--- src/rtl/cpu_pkg.sv ---
// Shared datapath definitions: register function codes, byte selects and widths.
package cpu_pkg;

  localparam logic [1:0] FS_CLEAR = 2'b00;
  localparam logic [1:0] FS_LOAD  = 2'b01;
  localparam logic [1:0] FS_DEC   = 2'b10;
  localparam logic [1:0] FS_INC   = 2'b11;

  localparam logic LH_LOW  = 1'b0;
  localparam logic LH_HIGH = 1'b1;

  localparam int IR_W   = 16;
  localparam int DATA_W = 8;

endpackage

--- src/rtl/instruction_register_if.sv ---
// Control/data bundle of the instruction register; master drives, slave returns irout.
interface instruction_register_if import cpu_pkg::*; ();

  logic              enable;
  logic [1:0]        funsel;
  logic              lh;
  logic [DATA_W-1:0] data;
  logic [IR_W-1:0]   irout;

  modport master (output enable, funsel, lh, data, input irout);
  modport slave  (input enable, funsel, lh, data, output irout);

endinterface

--- src/rtl/instruction_register_register.sv ---
// Generic N-bit function register: clear, load, decrement, increment (modulo 2^N).
module register import cpu_pkg::*; #(
  parameter int N = 8
) (
  input  logic         clk,
  input  logic         rst,
  input  logic         enable,
  input  logic [1:0]   funsel,
  input  logic [N-1:0] load,
  output logic [N-1:0] Q_out
);

  always_ff @(posedge clk or posedge rst) begin
    if (rst) begin
      Q_out <= '0;
    end else if (enable) begin
      case (funsel)
        FS_CLEAR: Q_out <= '0;
        FS_LOAD:  Q_out <= load;
        FS_DEC:   Q_out <= Q_out - N'(1);
        FS_INC:   Q_out <= Q_out + N'(1);
        default:  Q_out <= Q_out;
      endcase
    end
  end

endmodule

--- src/rtl/instruction_register.sv ---
// 16-bit instruction register loaded a byte at a time; all state lives in the sub-register.
module instruction_register import cpu_pkg::*; (
  input  logic                   clk,
  input  logic                   rst,
  instruction_register_if.slave  ir_bus
);

  logic [IR_W-1:0] irout_q;
  logic [IR_W-1:0] load_word;

  // The untouched byte is taken from the current contents so a LOAD only replaces one half.
  always_comb begin
    load_word = irout_q;
    if (ir_bus.lh == LH_HIGH)
      load_word = {ir_bus.data, irout_q[DATA_W-1:0]};
    else
      load_word = {irout_q[IR_W-1:DATA_W], ir_bus.data};
  end

  register #(.N(IR_W)) u_ir_reg (
    .clk    (clk),
    .rst    (rst),
    .enable (ir_bus.enable),
    .funsel (ir_bus.funsel),
    .load   (load_word),
    .Q_out  (irout_q)
  );

  assign ir_bus.irout = irout_q;

endmodule

--- src/flat_wrapper.sv ---
// flat-port wrapper written by rule: the top's interface ports become plain ports
module instruction_register_flat import cpu_pkg::*;
  (clk, rst, ir_bus_enable, ir_bus_funsel, ir_bus_lh, ir_bus_data, ir_bus_irout);
  instruction_register_if ir_bus_i ();
  input  logic clk;
  input  logic rst;
  input wire logic [$bits(ir_bus_i.enable)-1:0] ir_bus_enable;
  input wire logic [$bits(ir_bus_i.funsel)-1:0] ir_bus_funsel;
  input wire logic [$bits(ir_bus_i.lh)-1:0] ir_bus_lh;
  input wire logic [$bits(ir_bus_i.data)-1:0] ir_bus_data;
  output wire logic [$bits(ir_bus_i.irout)-1:0] ir_bus_irout;
  assign ir_bus_i.enable = ir_bus_enable;
  assign ir_bus_i.funsel = ir_bus_funsel;
  assign ir_bus_i.lh = ir_bus_lh;
  assign ir_bus_i.data = ir_bus_data;
  assign ir_bus_irout = ir_bus_i.irout;
  instruction_register u_core (.clk(clk), .rst(rst), .ir_bus(ir_bus_i));
endmodule
--- config.mk ---
export PLATFORM = sky130hd
export DESIGN_NAME = instruction_register_flat
export DESIGN_NICKNAME = d
export VERILOG_FILES = /design/src/rtl/cpu_pkg.sv /design/src/rtl/instruction_register_if.sv /design/src/rtl/instruction_register_register.sv /design/src/rtl/instruction_register.sv /design/src/flat_wrapper.sv
export SDC_FILE = /design/constraint.sdc
export NUM_CORES = 1
export LEC_CHECK = 0
export CAP_MARGIN = 20
export CORE_ASPECT_RATIO = 0.8
export CORE_UTILIZATION = 27
export DETAILED_ROUTE_END_ITERATION = 8
export PLACE_DENSITY = 0.47
export SYNTH_ARGS = -nofsm -noshare
export SYNTH_HDL_FRONTEND = slang
export SYNTH_SLANG_ARGS = --single-unit
export TNS_END_PERCENT = 10
--- constraint.sdc ---
create_clock -name clk -period 3.25 [get_ports clk]
set_clock_uncertainty 0.2 [all_clocks]
set_input_delay 0.65 -clock clk [delete_from_list [all_inputs] [get_ports clk]]
set_output_delay 0.65 -clock clk [all_outputs]
set_load 0.05 [all_outputs]
Figure 1. Clock network drawn from the DEF (run 1).
Scale bar: 20 um.
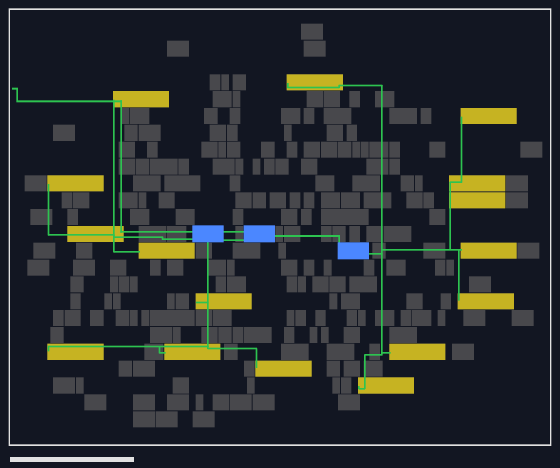
[blue] clock drivers | count: 3
[yellow] flip-flops | count: 16
[green] clock wires | length: 331 um
routed clock nets	4

Figure 2. I/O nets highlighted (run 1).
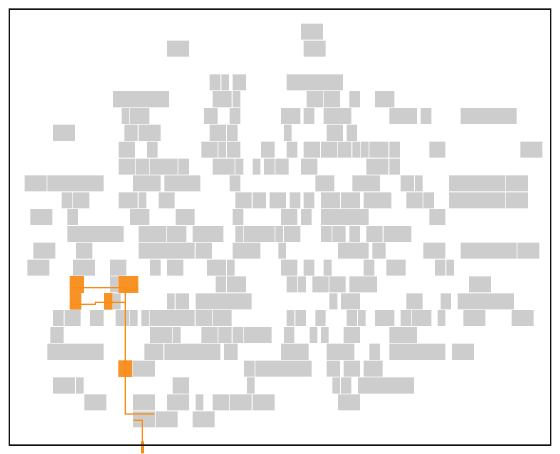
colour	port	direction	edge	end cells	buffers	wire
orange	ir_bus_lh	input	bottom	6	1	51.7 um

==> impl_metrics.toml, run 1 <==
# flow metrics
[outcome]
outcome = "finished, final reports clean"

[yosys]
edf_count = 0
syn-cell-area_mm2 = 0.001568
ys_sh_adder_pct = 12.45
mux_share_pct = 1.915
ys_cells = 189
ys_seq_share_pct = 25.54
async_reset_ff_share_pct = 100.0
area_leaders = "dfrtp_1, ha_1, o21ai_0"
synth_nets = 218
ys_ff = 16
syn_inst = 189
ys_sh_aoi_pct = 30.01

[detailed_routing]
drtAntennaViolNets = 0
route.detailed.drc = 0
via_count = 1523
top_layer_used = "met4"
wl_met3_um = 165
wl_met2_um = 1867
drtIter0Drc = 126

[final_layout]
top_regs = "u_core.u_ir_reg.Q_out: 16 flops"
comb_area_mm2 = 0.001065
regArea_um2 = 400.4
fin_nets = 255
area_growth_pct = 29.21
finalInstanceArea_mm2 = 0.002026
largest_register_ffs = 16
n_antenna_cell = 0

[sta]
period_minus_slack_ns = 2.937
setup_viol = 0
slew_headroom_pct = 52.89
period_used_pct = 90.38
fmax_ghz = 0.3404
worst_pin_slew_ns = 0.7059
rsz0062_at_grt = "false"
worst_slack_ns = 0.3127

[setup_path]
r2r_start = "u_core.u_ir_reg.Q_out[0]$_DFFE_PP0P_"
cp_num_buf_inv = 2
r2r-end = "u_core.u_ir_reg.Q_out[10]$_DFFE_PP0P_"
crit_path_end_kind = "register"
path_class = "in -> reg"
critPathMostFrequentCell = "o21ai_0"
path_depth = 10
r2r_slack_ns = 0.97
crit_required_ns = 3.17

[global_route]
grt_util_met3_pct = 3.310
grt_pass1_vias = 1465
grtUsageMet1_pct = 26.09
antenna_found_initial = 0
globalRouteTotalUtil_pct = 16.32

[clock_network]
clk_path_buf_depth = 2
cts_setup_buffers = 0
cts.reportedPaths.clkPinSlew_ns = 0.07

[placed_design]
dpl-instance-area_mm2 = 0.001984
place_congestion = 0.8666
port_buffers = 29

[worst_hold_path]
hold_class = "reg -> reg"

[power_and_ir_drop]
p_per_area_mw_per_mm2 = 1019
leakagePower_nw = 0.8677

[job]
drv_cap = 0

[die]
die_x_um = 87.20
Figure 3. Clock routing (run 1).
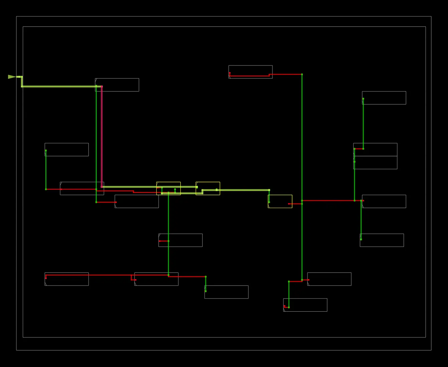
Clock Sinks: 16
clock group power: 0.161 mW
FF+latch count: 16
number of clock-tree buffers in the layout: 3
clk ins delay skew pair: 0.25 ns

Figure 4. Gate families picked out (run 1).
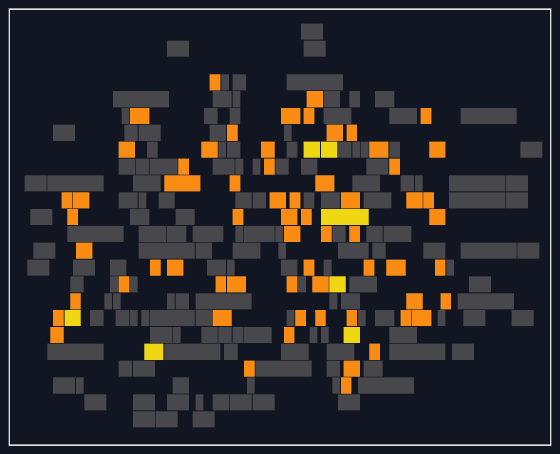
colour	family	cells	most used
yellow	AND-OR and OR-AND gates	7	a21o_1
orange	inverting AOI/OAI gates	63	o21ai_0

[run 1: cells in the mapped netlist (2+ instances only)]
library cell,number
clkbuf_1,2
o21bai_1,4
nand3_1,5
dfrtp_1,16
a32oi_1,4
a21o_1,4
a22oi_1,9
o21ai_1,2
buf_6,3
a21oi_1,14
xnor2_1,9
o21ai_0,19
buf_2,3
and3_1,6
a31oi_1,2
nor3_1,2
nand4_1,4
ha_1,14
nand2b_1,4
nor2_1,5
nand2_1,22
inv_1,9
nor2b_1,4
mux2i_1,3
[run 1: power breakdown]
group	leakage, nW	switching [mW]	total [mW]	internal, mW
clock network	0.0216	0.0788	0.161	0.0825
logic	0.644	0.899	1.54	0.641
registers	0.202	0.0795	0.362	0.283
[run 1: worst min path at each step]
stage	from	to	slack (ns)	cells after the start
6_report	u_core.u_ir_reg.Q_out[2]$_DFFE_PP0P_	u_core.u_ir_reg.Q_out[2]$_DFFE_PP0P_	0.32	2
5_1_grt	u_core.u_ir_reg.Q_out[3]$_DFFE_PP0P_	u_core.u_ir_reg.Q_out[3]$_DFFE_PP0P_	0.36	2
4_1_cts	u_core.u_ir_reg.Q_out[2]$_DFFE_PP0P_	u_core.u_ir_reg.Q_out[2]$_DFFE_PP0P_	0.33	2
3_5_place_dp	u_core.u_ir_reg.Q_out[2]$_DFFE_PP0P_	u_core.u_ir_reg.Q_out[2]$_DFFE_PP0P_	0.31	2
3_3_place_gp	u_core.u_ir_reg.Q_out[4]$_DFFE_PP0P_	u_core.u_ir_reg.Q_out[4]$_DFFE_PP0P_	0.31	2
2_1_floorplan	rst	u_core.u_ir_reg.Q_out[0]$_DFFE_PP0P_	0.36	1
[run 1: cell type report]
class	instances	area share (%)
flip-flops and latches	16	19.77
well taps	78	4.818
multi-input cells	154	52.56
inverters	9	1.668
repair buffers	42	19.15
clock buffers	3	2.038
--- run 2 (diff from run 1) ---
SKIP_LAST_GASP = 1   (was default)
Figure 5. Gate families picked out (run 2).
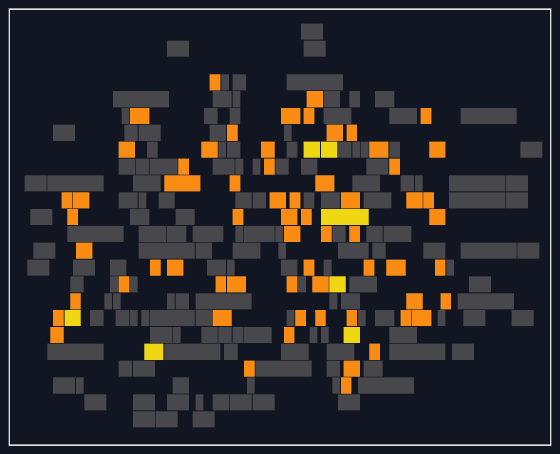
colour	family	cells	most used
yellow	AND-OR and OR-AND gates	7	a21o_1
orange	inverting AOI/OAI gates	63	o21ai_0

Figure 6. Clock network drawn from the DEF (run 2).
Scale bar: 20 um.
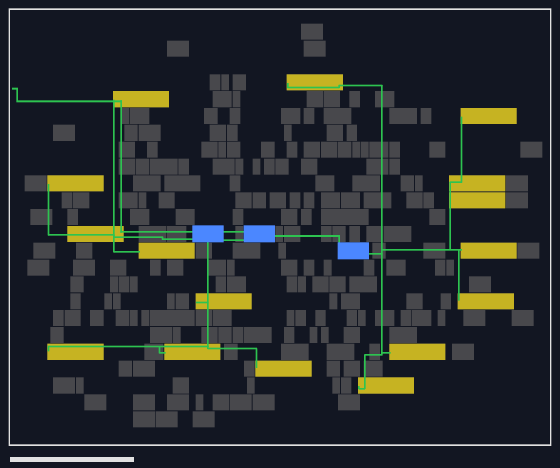
[blue] clock drivers | count: 3
[green] clock wires | length: 331 um
[yellow] flip-flops | count: 16
routed clock nets	4
Clock power frac: 7.8%

==> impl_metrics.toml, run 2 <==
# flow metrics
[placed_design]
port_buffers = 29
dpl-instance-area_mm2 = 0.001984
pre_cts_ws_ns = 0.06226
place_congestion = 0.8666
hpwl_um = 3600

[sta]
period_used_pct = 90.38
rsz0062_at_grt = "false"
final.setup.tns_ns = 0
setup_viol = 0
worst_pin_slew_ns = 0.7059
fmax_ghz = 0.3404
slew_headroom_pct = 52.89
period_minus_slack_ns = 2.937
worst_slack_ns = 0.3127

[job]
drv_cap = 0
warning_count = 26

[yosys]
edf_count = 0
synth_top_area_share_pct = 25.54
synth_nets = 218
top_cells_by_count = "nand2_1, o21ai_0, dfrtp_1"
syn_inst = 189
syn-cell-area_mm2 = 0.001568
async_reset_ff_share_pct = 100.0
ys_cells = 189
ys_seq_share_pct = 25.54
area_leaders = "dfrtp_1, ha_1, o21ai_0"
yosysMostFrequentCell = "nand2_1"
ys_chip_area_mm2 = 0.001568
ys_ff = 16
avgSynthCellArea_um2 = 8.295

[worst_hold_path]
whs_path_depth = 2
min_from = "u_core.u_ir_reg.Q_out[2]$_DFFE_PP0P_"
min_to = "u_core.u_ir_reg.Q_out[2]$_DFFE_PP0P_"
hold_class = "reg -> reg"

[final_layout]
largest_register_ffs = 16
regArea_um2 = 400.4
finalInstanceArea_mm2 = 0.002026
fin_nets = 255
n_antenna_cell = 0
top_register = "u_core.u_ir_reg.Q_out"
top_regs = "u_core.u_ir_reg.Q_out: 16 flops"
layout_top_cell = "clkdlybuf4s50_1"
nFillCells = 614
comb_area_mm2 = 0.001065
area_growth_pct = 29.21

[power_and_ir_drop]
power.switching_mw = 1.057
p_seq_share_pct = 17.6
leakagePower_nw = 0.8677
pwr-share-comb_pct = 74.6
p_per_area_mw_per_mm2 = 1019
p_int_mw = 1.007
switching_share_pct = 51.22

[clock_network]
clk_path_buf_depth = 2
cts.reportedPaths.clkPinSlew_ns = 0.07
cts_tree = "done"
insertion_delay_ns = 0.25
cts_setup_buffers = 0
numClockSinks = 16

[setup_path]
r2r_start = "u_core.u_ir_reg.Q_out[0]$_DFFE_PP0P_"
r2r_slack_ns = 0.97
critPathMostFrequentCell = "o21ai_0"
path_class = "in -> reg"
crit_start = "ir_bus_funsel[0]"
crit_required_ns = 3.17
r2r-end = "u_core.u_ir_reg.Q_out[10]$_DFFE_PP0P_"
worst_r2r_path_depth = 8
cpPeakStageDelay_ns = 0.47
cp_num_buf_inv = 2
crit_path_end_kind = "register"

[global_route]
grt_pass1_vias = 1465
globalRouteTotalUtil_pct = 16.32
grt_pass1_wl_um = 7686
grt.met2_usage_pct = 22.57
grt_util_met3_pct = 3.310
grtUsageMet1_pct = 26.09
antenna_found_initial = 0

[detailed_routing]
dr.pass1.iters = 4
wl_met3_um = 165
drtIter0Drc = 126
drtAntennaViolNets = 0
wl_met2_um = 1867
via_per_inst = 5.043
route.detailed.drc = 0
via_count = 1523
wire_per_inst_um = 15.20
m1WireLength_um = 2536
top_layer_used = "met4"

[die]
fp_util_pct = 28.37
die_x_um = 87.20

[outcome]
outcome = "finished, final reports clean"
Figure 7. Metal layers overlaid (run 2).
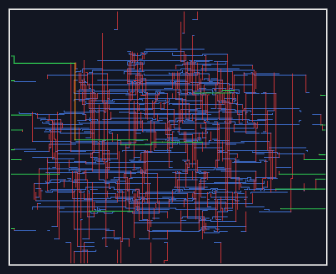
colour	layer	wire length
blue	metal 1	2,540 um
green	metal 3	165 um
orange	metal 4	21.1 um
red	metal 2	1,870 um

[run 2: cell counts after synthesis]
No cell type changed its count.
[run 2: power by group through the flow]
stage / Clock (mW) / Sequential (mW) / Combinational, mW
after floorplan: 0 / 0.641 / 0.824
after global placement: 0 / 0.368 / 1.55
after CTS: 0.166 / 0.364 / 1.54
final: 0.161 / 0.362 / 1.54
after detailed placement: 0 / 0.366 / 1.53
after global routing: 0.170 / 0.377 / 1.68
[run 2: cell families (layout without fill, tap and decap cells)]
kind of cell / after synthesis / count (layout) / synth area share [%]
compound gates: 70 / 70 / 30.01
mux: 3 / 3 / 1.915
flops: 16 / 16 / 25.54
fa+ha+maj: 15 / 15 / 12.45
buf+inv: 19 / 54 / 6.544
xor+xnor: 10 / 10 / 5.587
simple gates: 56 / 56 / 17.96
[run 2: worst max path at each step]
| stage | to | slack, ns | cells past startpoint |
|---|---|---|---|
| floorplan | u_core.u_ir_reg.Q_out[12]$_DFFE_PP0P_ | 0.39 | 8 |
| global placement | u_core.u_ir_reg.Q_out[15]$_DFFE_PP0P_ | 0.03 | 10 |
| detailed placement | u_core.u_ir_reg.Q_out[15]$_DFFE_PP0P_ | 0.06 | 10 |
| CTS | u_core.u_ir_reg.Q_out[15]$_DFFE_PP0P_ | 0.33 | 10 |
| global route | u_core.u_ir_reg.Q_out[15]$_DFFE_PP0P_ | 0.15 | 10 |
| finish | u_core.u_ir_reg.Q_out[15]$_DFFE_PP0P_ | 0.31 | 10 |
[run 2: final cells by class]
type                       instances  area share (%)
tap                               78           4.818
timing repair buffer              42           19.15
clock buffer                       3           2.038
inverter                           9           1.668
multi-input combinational        154           52.56
sequential                        16           19.77
No activity file was given, so power comes from the tool's default toggle rates.
